Routing congestion:
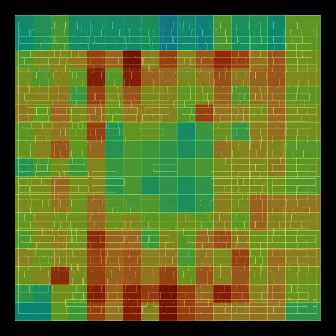
Logic cells by family:
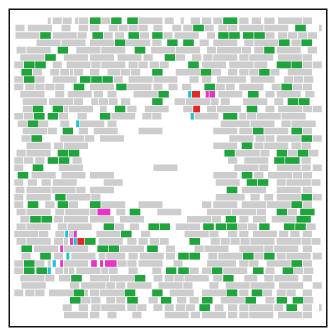
M3 wires:
Bar = 20 um.
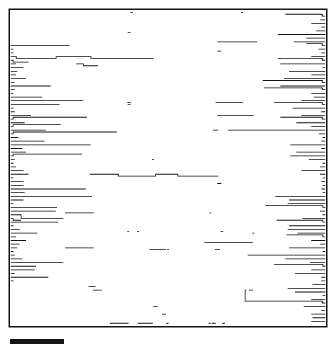
Where the registers sit:
Other sequential cells in the stronger gray, the rest of the logic in the fainter gray.
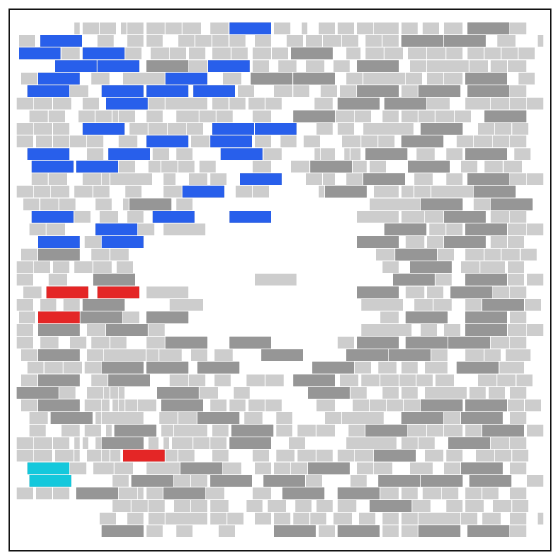
===== config.mk =====
export PLATFORM = sky130hd
export DESIGN_NAME = simple_if_to_axil
export DESIGN_NICKNAME = d
export VERILOG_FILES = /design/src/rtl/dual_helix_pkg.sv /design/src/rtl/simple_if_to_axil.sv
export SDC_FILE = /design/constraint.sdc
export NUM_CORES = 1
export LEC_CHECK = 0
export CORE_UTILIZATION = 42
export DETAILED_ROUTE_END_ITERATION = 8
export PLACE_DENSITY = 0.85
export SLEW_MARGIN = 20
export SYNTH_ARGS = -nofsm -noshare
export SYNTH_HDL_FRONTEND = slang
export SYNTH_SLANG_ARGS = --single-unit

===== constraint.sdc =====
create_clock -name clk_i -period 2.29 [get_ports clk_i]
set_input_delay 0.458 -clock clk_i [delete_from_list [all_inputs] [get_ports clk_i]]
set_output_delay 0.458 -clock clk_i [all_outputs]
set_load 0.01 [all_outputs]

===== src/rtl/dual_helix_pkg.sv =====
// dual_helix_pkg: shared AXI-Lite types, response encodings and bridge FSM states.
package dual_helix_pkg;

    localparam int AXIL_ADDR_WIDTH = 32;
    localparam int AXIL_DATA_WIDTH = 32;

    localparam logic [1:0] AXI_RESP_OKAY   = 2'b00;
    localparam logic [1:0] AXI_RESP_SLVERR = 2'b10;
    localparam logic [1:0] AXI_RESP_DECERR = 2'b11;

    typedef struct packed {
        logic [AXIL_ADDR_WIDTH-1:0] addr;
        logic [2:0]                 prot;
    } dhs_axil_ax_t;

    typedef struct packed {
        logic [AXIL_DATA_WIDTH-1:0]   data;
        logic [AXIL_DATA_WIDTH/8-1:0] strb;
    } dhs_axil_w_t;

    typedef struct packed {
        logic [1:0] resp;
    } dhs_axil_b_t;

    typedef struct packed {
        logic [AXIL_DATA_WIDTH-1:0] data;
        logic [1:0]                 resp;
    } dhs_axil_r_t;

    typedef struct packed {
        dhs_axil_ax_t aw;
        logic         aw_valid;
        dhs_axil_w_t  w;
        logic         w_valid;
        logic         b_ready;
        dhs_axil_ax_t ar;
        logic         ar_valid;
        logic         r_ready;
    } dhs_axil_req_t;

    typedef struct packed {
        logic        aw_ready;
        logic        w_ready;
        logic        b_valid;
        dhs_axil_b_t b;
        logic        ar_ready;
        logic        r_valid;
        dhs_axil_r_t r;
    } dhs_axil_resp_t;

    typedef enum logic [1:0] {W_IDLE = 2'd0, W_REQ = 2'd1, W_RESP = 2'd2} axil_mst_wr_state_e;
    typedef enum logic [1:0] {R_IDLE = 2'd0, R_ADDR = 2'd1, R_DATA = 2'd2} axil_mst_rd_state_e;

endpackage


===== src/rtl/simple_if_to_axil.sv =====
// simple_if_to_axil: single-beat request interface to AXI-Lite manager bridge,
// with independent write and read engines, one outstanding transaction each.
module simple_if_to_axil
    import dual_helix_pkg::*;
#(
    parameter type req_t      = dhs_axil_req_t,
    parameter type resp_t     = dhs_axil_resp_t,
    parameter int  ADDR_WIDTH = 32,
    parameter int  DATA_WIDTH = 32
) (
    input  logic                    clk_i,
    input  logic                    arst_ni,
    input  logic                    wr_req_i,
    input  logic [ADDR_WIDTH-1:0]   wr_addr_i,
    input  logic [DATA_WIDTH-1:0]   wr_data_i,
    input  logic [DATA_WIDTH/8-1:0] wr_strb_i,
    output logic                    wr_ready_o,
    output logic                    wr_done_o,
    output logic [1:0]              wr_resp_o,
    input  logic                    rd_req_i,
    input  logic [ADDR_WIDTH-1:0]   rd_addr_i,
    output logic                    rd_ready_o,
    output logic                    rd_done_o,
    output logic [DATA_WIDTH-1:0]   rd_data_o,
    output logic [1:0]              rd_resp_o,
    output req_t                    axil_req_o,
    input  resp_t                   axil_resp_i
);

    axil_mst_wr_state_e      wr_state;
    axil_mst_rd_state_e      rd_state;
    logic                    aw_pend, w_pend;
    logic [ADDR_WIDTH-1:0]   aw_addr, ar_addr;
    logic [DATA_WIDTH-1:0]   w_data;
    logic [DATA_WIDTH/8-1:0] w_strb;

    assign wr_ready_o = wr_state == W_IDLE;
    assign rd_ready_o = rd_state == R_IDLE;

    // AW and W handshake independently; leave W_REQ once neither is still pending
    always_ff @(posedge clk_i or negedge arst_ni) begin
        if (!arst_ni) begin
            wr_state  <= W_IDLE;
            aw_pend   <= 1'b0;
            w_pend    <= 1'b0;
            aw_addr   <= '0;
            w_data    <= '0;
            w_strb    <= '0;
            wr_done_o <= 1'b0;
            wr_resp_o <= AXI_RESP_OKAY;
        end else begin
            wr_done_o <= 1'b0;
            case (wr_state)
                W_IDLE: if (wr_req_i) begin
                    aw_addr  <= wr_addr_i;
                    w_data   <= wr_data_i;
                    w_strb   <= wr_strb_i;
                    aw_pend  <= 1'b1;
                    w_pend   <= 1'b1;
                    wr_state <= W_REQ;
                end
                W_REQ: begin
                    aw_pend <= aw_pend & ~axil_resp_i.aw_ready;
                    w_pend  <= w_pend & ~axil_resp_i.w_ready;
                    if ((!aw_pend || axil_resp_i.aw_ready) && (!w_pend || axil_resp_i.w_ready))
                        wr_state <= W_RESP;
                end
                W_RESP: if (axil_resp_i.b_valid) begin
                    wr_resp_o <= axil_resp_i.b.resp;
                    wr_done_o <= 1'b1;
                    wr_state  <= W_IDLE;
                end
                default: wr_state <= W_IDLE;
            endcase
        end
    end

    always_ff @(posedge clk_i or negedge arst_ni) begin
        if (!arst_ni) begin
            rd_state  <= R_IDLE;
            ar_addr   <= '0;
            rd_done_o <= 1'b0;
            rd_data_o <= '0;
            rd_resp_o <= AXI_RESP_OKAY;
        end else begin
            rd_done_o <= 1'b0;
            case (rd_state)
                R_IDLE: if (rd_req_i) begin
                    ar_addr  <= rd_addr_i;
                    rd_state <= R_ADDR;
                end
                R_ADDR: if (axil_resp_i.ar_ready) rd_state <= R_DATA;
                R_DATA: if (axil_resp_i.r_valid) begin
                    rd_data_o <= axil_resp_i.r.data;
                    rd_resp_o <= axil_resp_i.r.resp;
                    rd_done_o <= 1'b1;
                    rd_state  <= R_IDLE;
                end
                default: rd_state <= R_IDLE;
            endcase
        end
    end

    always_comb begin
        axil_req_o          = '0;
        axil_req_o.aw.addr  = aw_addr;
        axil_req_o.aw_valid = wr_state == W_REQ && aw_pend;
        axil_req_o.w.data   = w_data;
        axil_req_o.w.strb   = w_strb;
        axil_req_o.w_valid  = wr_state == W_REQ && w_pend;
        axil_req_o.b_ready  = wr_state == W_RESP;
        axil_req_o.ar.addr  = ar_addr;
        axil_req_o.ar_valid = rd_state == R_ADDR;
        axil_req_o.r_ready  = rd_state == R_DATA;
    end

endmodule


==> CHANGELOG.md <==
## Flow update

* Run status: completed
* Drt drc at 0
* Worst hold-check path type: in -> async
* Final Cycle Share at 0.9679
* Post-Route Utilization at 0.7230
* Clk slew on worst S/H paths at roughly 0.060 ns
* Initial antenna violation count at 0
* Vias at approximately 3900
* Cell total in the yosys stat output at 331
* FP Rows at about 41
* Buffers on Ports at between 200 and 300
* Finished Cell Area at ~9000 sq um
* Layout area overhead at 66.05%
* # resized after CTS at 1
* Synth flops at 144
* Reg2reg setup slack at around 0.7 ns
* Worst Path Max Fanout at 4
* Distinct lib cells at 20
* Area of the mapped netlist at approximately 5500 sq um
* Tool warnings at 26
* Core area at 12720 sq um
* Cts hold-fix bufs at 0
* Post-synth EDFFs at 0
* Mapped Cells at ~330
* Reg2reg path depth at 3
* TritonCTS clock tree: yes
* CTS HTree Levels at 4
* Clock tree buffer depth at 2
* Insertion Delay late pin at around 0.42 ns
* Fin worst setup slack at between 0.07 and 0.08 ns
* Worst-margin pin slew at slightly above 0.6 ns
* Most frequent cell after synthesis: dfrtp_1
* Critical R2R Capture: ar_addr[12]
* Die width at 116.8 um
* Worst ir drop on vdd at around 0.00066 V
* GPL Wtd Cong at 0.7512
* I/O pin count at a little under 300
* Commonest cells after routing, fill and taps aside: 287 x clkdlybuf4s50_1, 144 x dfrtp_1, 130 x mux2_2, 17 x clkbuf_16, 8 x inv_1
* Kind of critical path: reg -> out
* Chip Area, Yosys at about 5500 sq um
* Clk sinks at about 140
* Critical Path End: axil_req_o[38]
* Placed cells at ~780
* Routed Antenna Nets at 0
* Vias in the first global route at about 4200
* Gr ovfl total at 0
* Crit start category: register
* Die Area at ~14000 sq um
* Pleak at between 3 and 4 nW
* Yosys warns at 0
Notes on 'routing congestion' above:
GR Util met2: 0.3996
all-layer global routing usage: 0.2224
GRT met3 Usage: 0.09475
M1 GR Usage: 0.2149

Notes on 'logic cells by family' above:
Cyan stands for inverters, cells 8. Green stands for multiplexers, cells 136, where spread over the die. Red stands for AND-OR and OR-AND gates, cells 3. Magenta stands for NOR gates, cells 10.

Notes on 'M3 wires' above:
The layer holds 10% of the routed length. The wires run mostly horizontal. 162 nets have wire on it.

Notes on 'where the registers sit' above:
Blue stands for `rd_data_o`, placed flops 32, where upper left. Red stands for `w_strb`, placed flops 4, where middle left. Cyan stands for `wr_resp_o`, placed flops 2.
Another 106 sequential cells are not colored.

==> power breakdown <==
| group | switching, mW | internal [mW] |
|---|---|---|
| logic | 2.10 | 3.65 |
| clock network | 1.04 | 1.97 |
| registers | 0.721 | 3.84 |
==> cell families (layout without fill, tap and decap cells) <==
logic type / count (synthesis) / after routing / synth area share
buf+inv: 29 / 335 / 0.04473
compound gates: 7 / 7 / 0.008810
flops: 144 / 144 / 0.6506
mux: 136 / 136 / 0.2806
simple gates: 14 / 14 / 0.01468
other cells: 1 / 6 / 0.0006770
==> per-layer routing <==
layer	share of wire	vias up	track usage	routed length, um
met5	0	-	0	0
met3	0.10	36	0.09475	1527
li1	-	1733	-	-
met1	0.34	1895	0.2149	5103
met2	0.53	189	0.3996	7992
met4	0.032	0	0.1215	489
==> worst max-delay path, stage by stage (launching register included) <==
cell and delay, ns:
dfrtp_1 0.41, nor2b_4 0.21, inv_1 0.08, nor2_1 0.09, clkdlybuf4s50_1 0.56
==> registers in the layout (all words and copies together), names as in the netlist <==
name	count
ar_addr	32
aw_addr	32
rd_data_o	32
w_data	32
w_strb	4
rd_resp_o	2
rd_state	2
wr_resp_o	2
wr_state	2
aw_pend	1
rd_done_o	1
w_pend	1
wr_done_o	1
==> layout make-up <==
class	instances	area, sq um
Clock buffer	23	498.0
Clock inverter	9	152.6
Fill cell	839	3525
Multi-Input combinational cell	163	1719
Tap cell	172	215.2
Timing Repair Buffer	295	2979
Sequential cell	144	3603
Inverter	8	30.03
Power is estimated from default activity; no workload was simulated.
